### src/rtl/dpll_core.sv
`timescale 1ns/1ps
// dpll_core: digital PLL built from a phase-accumulator NCO, a bang-bang PFD,
// a slew integrator that trims the frequency word, and lockout/lock detection.
module dpll_core #(
    parameter int ACC_W        = 16,
    parameter int FREQ_W       = 10,
    parameter int FREQ_MIN     = 65,
    parameter int FREQ_DEFAULT = 163,
    parameter int FREQ_MAX     = 524,
    parameter int SLEW_LIMIT   = 508,
    parameter int LOCKOUT_CYC  = 2000,
    parameter int LOCK_CNT     = 16,
    parameter int LOCK_TOL     = 4
) (
    input  logic              clk_50,
    input  logic              rst_n,
    input  logic              fb_in,
    input  logic [1:0]        mode,
    input  logic [ACC_W-1:0]  phase_ofs,
    output logic              nco_out,
    output logic              pll_out,
    output logic [FREQ_W-1:0] freq_word,
    output logic              slew_fast,
    output logic              slew_slow,
    output logic              lockout,
    output logic              locked
);
    localparam int LO_W = $clog2(LOCKOUT_CYC + 1);
    localparam int Q_W  = $clog2(LOCK_CNT + 1);
    localparam int P_W  = $clog2(LOCK_TOL + 2);

    localparam logic [FREQ_W-1:0] CNT_MID = FREQ_W'(1 << (FREQ_W - 1));
    localparam logic [FREQ_W-1:0] CNT_HI  = FREQ_W'((1 << (FREQ_W - 1)) + SLEW_LIMIT);
    localparam logic [FREQ_W-1:0] CNT_LO  = FREQ_W'((1 << (FREQ_W - 1)) - SLEW_LIMIT);
    localparam logic [FREQ_W-1:0] F_MIN   = FREQ_W'(FREQ_MIN);
    localparam logic [FREQ_W-1:0] F_DEF   = FREQ_W'(FREQ_DEFAULT);
    localparam logic [FREQ_W-1:0] F_MAX   = FREQ_W'(FREQ_MAX);
    localparam logic [LO_W-1:0]   LO_MAX  = LO_W'(LOCKOUT_CYC);
    localparam logic [Q_W-1:0]    Q_MAX   = Q_W'(LOCK_CNT);
    localparam logic [P_W-1:0]    P_TOL   = P_W'(LOCK_TOL);
    localparam logic [P_W-1:0]    P_MAX   = P_W'(LOCK_TOL + 1);

    logic              r_fb_s1, r_fb_s2, r_fb_d;
    logic [ACC_W-1:0]  r_acc;
    logic              r_nco, r_pll;
    logic              r_up, r_dn;
    logic [FREQ_W-1:0] r_freq, r_slew_cnt;
    logic [LO_W-1:0]   r_lo_cnt;
    logic [Q_W-1:0]    r_qual;
    logic [P_W-1:0]    r_plen, r_plast;

    logic              w_fb_edge, w_fb_tog, w_nco_rise;
    logic              w_fast, w_slow, w_lockout, w_free, w_track;
    logic [ACC_W-1:0]  w_half, w_step, w_diff;
    logic [FREQ_W-1:0] w_freq_inc, w_freq_dec;

    assign w_fb_edge  = r_fb_s2 & ~r_fb_d;
    assign w_fb_tog   = r_fb_s2 ^ r_fb_d;
    assign w_nco_rise = r_acc[ACC_W-1] & ~r_nco;
    assign w_fast     = r_up & ~r_dn;
    assign w_slow     = r_dn & ~r_up;
    assign w_lockout  = (r_lo_cnt == LO_MAX);
    assign w_free     = (mode == 2'b00);
    assign w_track    = (mode == 2'b01) & ~w_lockout;
    assign w_half     = ACC_W'(r_freq >> 1);
    assign w_diff     = r_acc - phase_ofs;
    // Clamp before stepping so the word can never wrap past a limit.
    assign w_freq_inc = (r_freq >= F_MAX) ? F_MAX : r_freq + 1'b1;
    assign w_freq_dec = (r_freq <= F_MIN) ? F_MIN : r_freq - 1'b1;

    always_comb begin
        w_step = ACC_W'(r_freq);
        if (w_fast) w_step = w_step + w_half;
        if (w_slow) w_step = w_step - w_half;
    end

    always_ff @(posedge clk_50 or negedge rst_n) begin
        if (!rst_n) begin
            r_fb_s1    <= 1'b0;
            r_fb_s2    <= 1'b0;
            r_fb_d     <= 1'b0;
            r_acc      <= '0;
            r_nco      <= 1'b0;
            r_pll      <= 1'b0;
            r_up       <= 1'b0;
            r_dn       <= 1'b0;
            r_freq     <= F_DEF;
            r_slew_cnt <= CNT_MID;
            r_lo_cnt   <= '0;
            r_qual     <= '0;
            r_plen     <= '0;
            r_plast    <= P_MAX;
        end else begin
            r_fb_s1 <= fb_in;
            r_fb_s2 <= r_fb_s1;
            r_fb_d  <= r_fb_s2;
            r_acc   <= r_acc + w_step;
            r_nco   <= r_acc[ACC_W-1];
            r_pll   <= w_diff[ACC_W-1];

            if (w_fb_tog)             r_lo_cnt <= '0;
            else if (!w_lockout)      r_lo_cnt <= r_lo_cnt + 1'b1;

            if (w_free) begin
                r_up       <= 1'b0;
                r_dn       <= 1'b0;
                r_slew_cnt <= CNT_MID;
                r_freq     <= F_DEF;
            end else begin
                // Both flags set: clear together and ignore new edges this cycle.
                if (r_up && r_dn) begin
                    r_up <= 1'b0;
                    r_dn <= 1'b0;
                end else begin
                    if (w_fb_edge)  r_up <= 1'b1;
                    if (w_nco_rise) r_dn <= 1'b1;
                end
                if (w_track) begin
                    if (r_slew_cnt >= CNT_HI) begin
                        r_freq     <= w_freq_dec;
                        r_slew_cnt <= CNT_MID;
                    end else if (r_slew_cnt <= CNT_LO) begin
                        r_freq     <= w_freq_inc;
                        r_slew_cnt <= CNT_MID;
                    end else if (w_slow) begin
                        r_slew_cnt <= r_slew_cnt + 1'b1;
                    end else if (w_fast) begin
                        r_slew_cnt <= r_slew_cnt - 1'b1;
                    end
                end
            end

            // Length of the most recently completed slew pulse, saturating.
            if (w_fast || w_slow) begin
                if (r_plen != P_MAX) r_plen <= r_plen + 1'b1;
            end else if (r_plen != '0) begin
                r_plast <= r_plen;
                r_plen  <= '0;
            end

            if (w_fb_edge) begin
                if (r_plast <= P_TOL) begin
                    if (r_qual != Q_MAX) r_qual <= r_qual + 1'b1;
                end else begin
                    r_qual <= '0;
                end
            end
        end
    end

    assign nco_out   = r_nco;
    assign pll_out   = r_pll;
    assign freq_word = r_freq;
    assign slew_fast = w_fast;
    assign slew_slow = w_slow;
    assign lockout   = w_lockout;
    assign locked    = (r_qual == Q_MAX) & ~w_lockout & (mode == 2'b01);

endmodule

### config.mk
export PLATFORM = sky130hd
export DESIGN_NAME = dpll_core
export DESIGN_NICKNAME = d
export VERILOG_FILES = /design/src/rtl/dpll_core.sv
export SDC_FILE = /design/constraint.sdc
export NUM_CORES = 1
export LEC_CHECK = 0
export CAP_MARGIN = 20
export CORE_ASPECT_RATIO = 1.5
export CORE_UTILIZATION = 25
export DETAILED_ROUTE_END_ITERATION = 10
export GPL_TIMING_DRIVEN = 0
export HOLD_SLACK_MARGIN = 0.02
export PLACE_DENSITY_LB_ADDON = 0.08
export SLEW_MARGIN = 20
export SYNTH_ARGS = -nofsm -noshare
export SYNTH_HDL_FRONTEND = slang
export SYNTH_SLANG_ARGS = --single-unit
### constraint.sdc
create_clock -name clk_50 -period 5.7 [get_ports clk_50]
set_input_delay 0.855 -clock clk_50 [delete_from_list [all_inputs] [get_ports clk_50]]
set_output_delay 0.855 -clock clk_50 [all_outputs]
set_load 0.1 [all_outputs]
### Clock routing, run 1

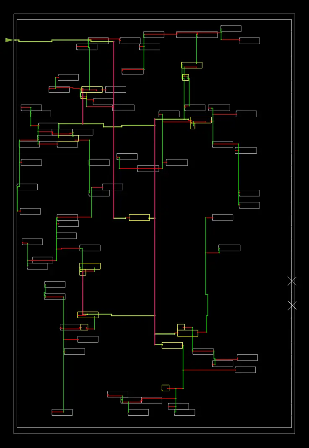
clk_skew: 0.00427 ns
clk sink count: 65
Skew-Pair Late Insertion Delay: 0.35 ns
CTS Buf Count: 9

### M1 wires, run 1

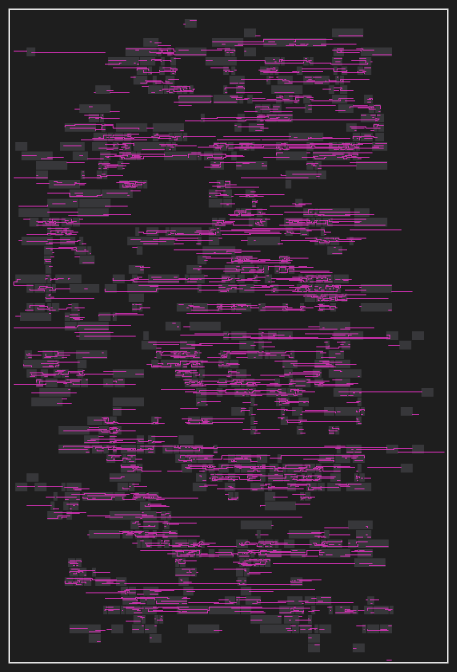
726 nets have wire on it. The layer holds 45% of the routed length.
DR vias: 4,831
grt met1 use: 0.165

==> qor.yml, run 1 <==
run_status:
  status: "complete, but fails checks"
  violations: "design-rule violations"
logic_synthesis:
  yosysTopAreaCell: "dfrtp_1"
  ys_sh_simple: 0.159
  synth_seq_share: 0.285
  yosysUniqueCellTypes: 77
  synth_warnings: 0
global_routing:
  grt.total_usage: 0.135
finish:
  biggestCellCategory: "multi-input combinational cells"
  n_antenna_cell: 0
  fin_nets: 792
  seq_share: 0.243
  final-clk-cell-share: 0.0414
  seq_area_sq_um: 1640
  sh_comb_area: 0.572
  largest_reg_flops: 16
  ff_count: 65
  postLayoutCellArea_sq_um: 6740
cts:
  postCtsHoldBufs: 0
  cts_tree: "built"
setup_path:
  r2r-end: "r_acc[14]"
timing:
  drv_slew: 0
  hold_viol: 0
  max_freq_ghz: 0.187
  grt_setup_unrepaired: "false"
  maxSlewHeadroom: 0.324
  min_period_over_period: 0.939
hold_path:
  hp-start: "r_fb_s1"
floorplanning:
  core_area_sq_um: 22400
  fp_util: 0.256
power:
  power_frac_comb: 0.623
  p_clk_frac: 0.153
  p_int_w: 0.00184
route:
  drt_iter0_drc: 232
  post_drt_via_cell_ratio: 5.01
  drc: 2
### Metal 2, run 1

Scale bar: 50 um.
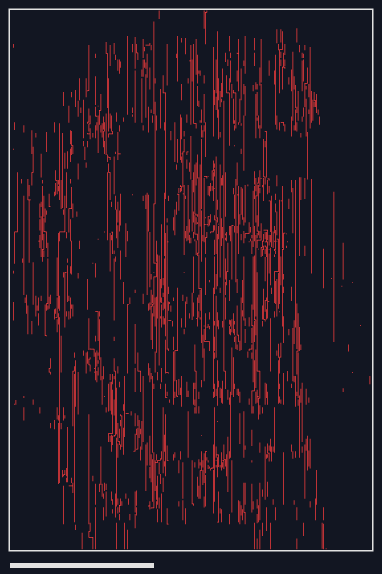
The wires run mostly vertical. The layer holds 49% of the routed length. The longest straight run is 93.8 um.
final wirelength: 15,100 um
global-route track usage on met2: 0.229

### Metal 4, run 1

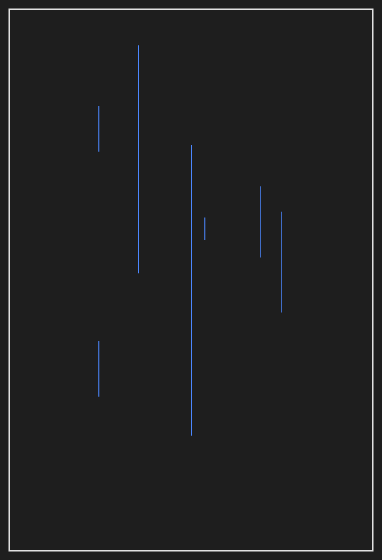
The longest straight run is 101 um. 5 nets have wire on it. The layer holds 1.9% of the routed length.

==> run 2, diff against run 1 <==
- CORE_MARGIN: unset -> 2
### M1 wires, run 2

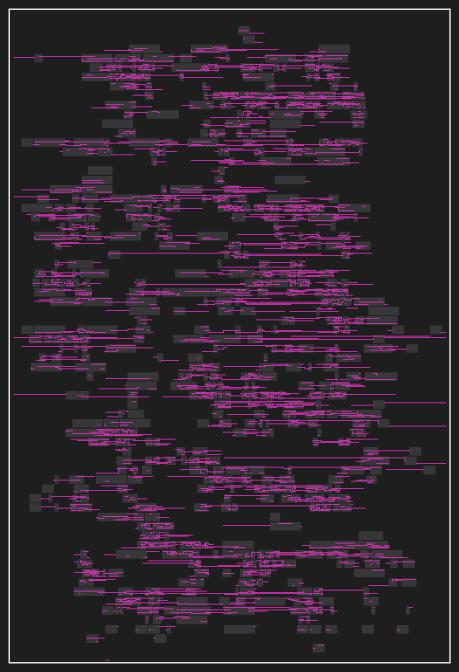
final wirelength: 14,800 um
grt met1 use: 0.167
DR vias: 4,775

### Metal 2, run 2

Scale bar: 50 um.
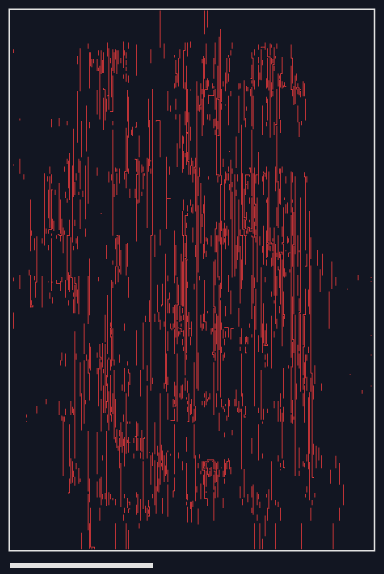
The longest straight run is 108 um. The layer carries 7,090 um of wire. The layer holds 48% of the routed length. The wires run mostly vertical. 646 nets have wire on it.
global-route track usage on met2: 0.205

==> run 2 against run 1 <==
The flow now finishes without violations. Sequential power hardly changed. Die area is 2.7% higher. Setup slack better by 0.014 ns. Maximum frequency is 0.26% higher. Worst hold slack worse by 0.0022 ns. Critical path type unchanged.
==> qor.yml, run 2 <==
run_status:
  status: "completed"
timing:
  grt_setup_unrepaired: "false"
  hold_viol: 0  # unchanged
  maxSlewHeadroom: 0.313  # -0.0115
  drv_slew: 0  # unchanged
  max_freq_ghz: 0.187  # +0.26%
  min_period_over_period: 0.936  # -0.00247
cts:
  cts_buffers: 9  # unchanged
  cts_tree: "built"
  clock-sinks: 65  # unchanged
  insertion_delay_ns: 0.35  # about the same
  postCtsHoldBufs: 0  # unchanged
route:
  drc: 0  # -2
  drt_iter0_drc: 190  # -18%
  firstDrtPassIters: 5
  post_drt_via_cell_ratio: 4.95  # -1.2%
power:
  p_int_w: 0.00187  # +1.9%
  switchingPower_w: 0.00164
  power_frac_comb: 0.620  # -0.003
  p_clk_frac: 0.158  # +0.005
finish:
  fin_nets: 792  # unchanged
  n_antenna_cell: 0  # unchanged
  sh_comb_area: 0.570  # -0.00138
  seq_share: 0.242  # -0.000585
  final_util: 0.301
  postLayoutCellArea_sq_um: 6750  # +0.24%
  biggestCellCategory: "multi-input combinational cells"
global_routing:
  grt.total_usage: 0.128  # -0.00731
logic_synthesis:
  ys_sh_simple: 0.159  # unchanged
  netlist_top_cells_area: "dfrtp_1 25%, ha_1 18%, xnor2_1 4.4%"
  yosysUniqueCellTypes: 77  # unchanged
  ff_type: "dfrtp_1"
  yosysTopAreaCell: "dfrtp_1"
  synth.cell_area_sq_um: 5730
  netlist_instances: 635
  synth_warnings: 0  # unchanged
floorplanning:
  fp_util: 0.255  # -0.000956
  core_area_sq_um: 22500  # +0.37%
hold_path:
  hp-start: "r_fb_s1"
setup_path:
  r2r-end: "r_acc[14]"
### Clock routing, run 2

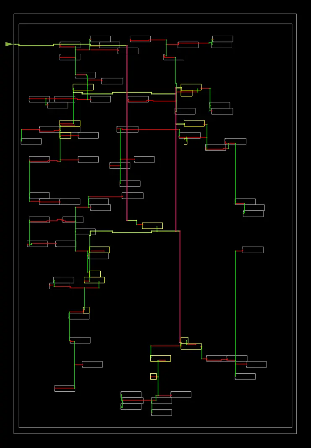
clk_skew: 0.0106 ns
sequential cells: 65
clk pwr: 0.000554 W
clk_buf instances: 13

==> run 3, diff against run 2 <==
==> constraint.sdc (replaced) <==
create_clock -name clk_50 -period 5.7 [get_ports clk_50]
set_input_delay 0.855 -clock clk_50 [delete_from_list [all_inputs] [get_ports clk_50]]
set_output_delay 0.855 -clock clk_50 [all_outputs]
set_load 0.005 [all_outputs]
### Metal 2, run 3

Scale bar: 50 um.
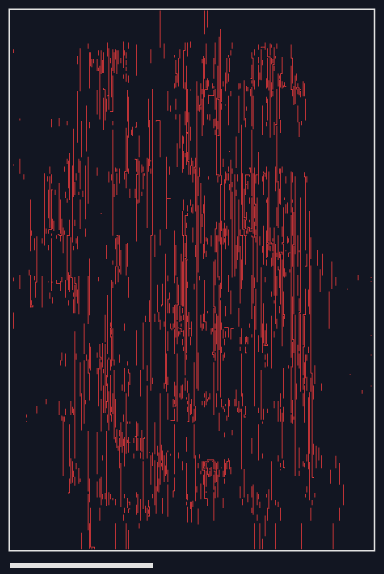
The layer carries 7,090 um of wire. The layer holds 48% of the routed length. The wires run mostly vertical.

### Metal 4, run 3

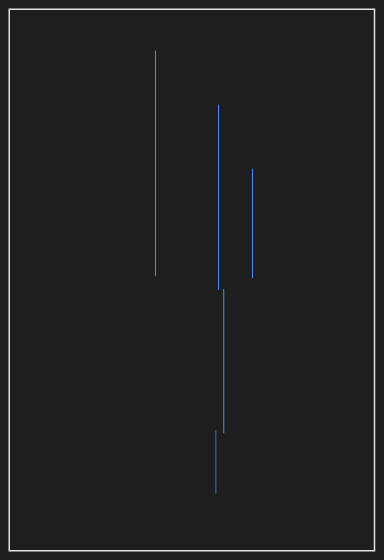
The wires run mostly vertical. The longest straight run is 78.9 um. 4 nets have wire on it. The layer holds 1.7% of the routed length.

==> run 3 against run 2 <==
Global-route usage unchanged. Maximum frequency unchanged. Routed wire length unchanged. Largest power group unchanged. Highest routed layer unchanged.
==> qor.yml, run 3 <==
logic_synthesis:
  synth_warnings: 0  # unchanged
  ys_sh_simple: 0.159  # unchanged
  synth.cell_area_sq_um: 5730  # unchanged
cts:
  cts_buffers: 9  # unchanged
  cts_tree: "built"
finish:
  biggestCellCategory: "multi-input combinational cells"
  ff_count: 65  # unchanged
  postLayoutCellArea_sq_um: 6750  # unchanged
  nClkBuffers: 13  # unchanged
  final_util: 0.301  # unchanged
  seq_share: 0.242  # unchanged
  n_antenna_cell: 0  # unchanged
global_routing:
  met1_usage: 0.167  # unchanged
  met2_usage: 0.205  # unchanged
  grt.total_usage: 0.128  # unchanged
timing:
  hold_viol: 0  # unchanged
  min_period_over_period: 0.936  # unchanged
route:
  wirelength_um: 14800  # unchanged
  drc: 0  # unchanged
  post_drt_via_cell_ratio: 4.95  # unchanged
setup_path:
  r2r-end: "r_acc[14]"
run_status:
  status: "completed"
floorplanning:
  core_area_sq_um: 22500  # unchanged
### Met3 routing, run 3

Scale bar: 50 um.
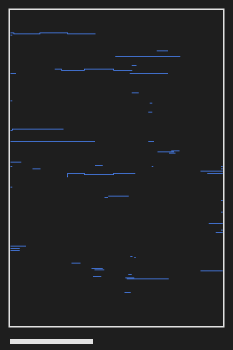
The layer carries 490 um of wire. The longest straight run is 50.4 um. The wires run mostly horizontal.
met3 usage: 0.0249

Power figures rest on the tool's default switching activity, not on a simulated workload.
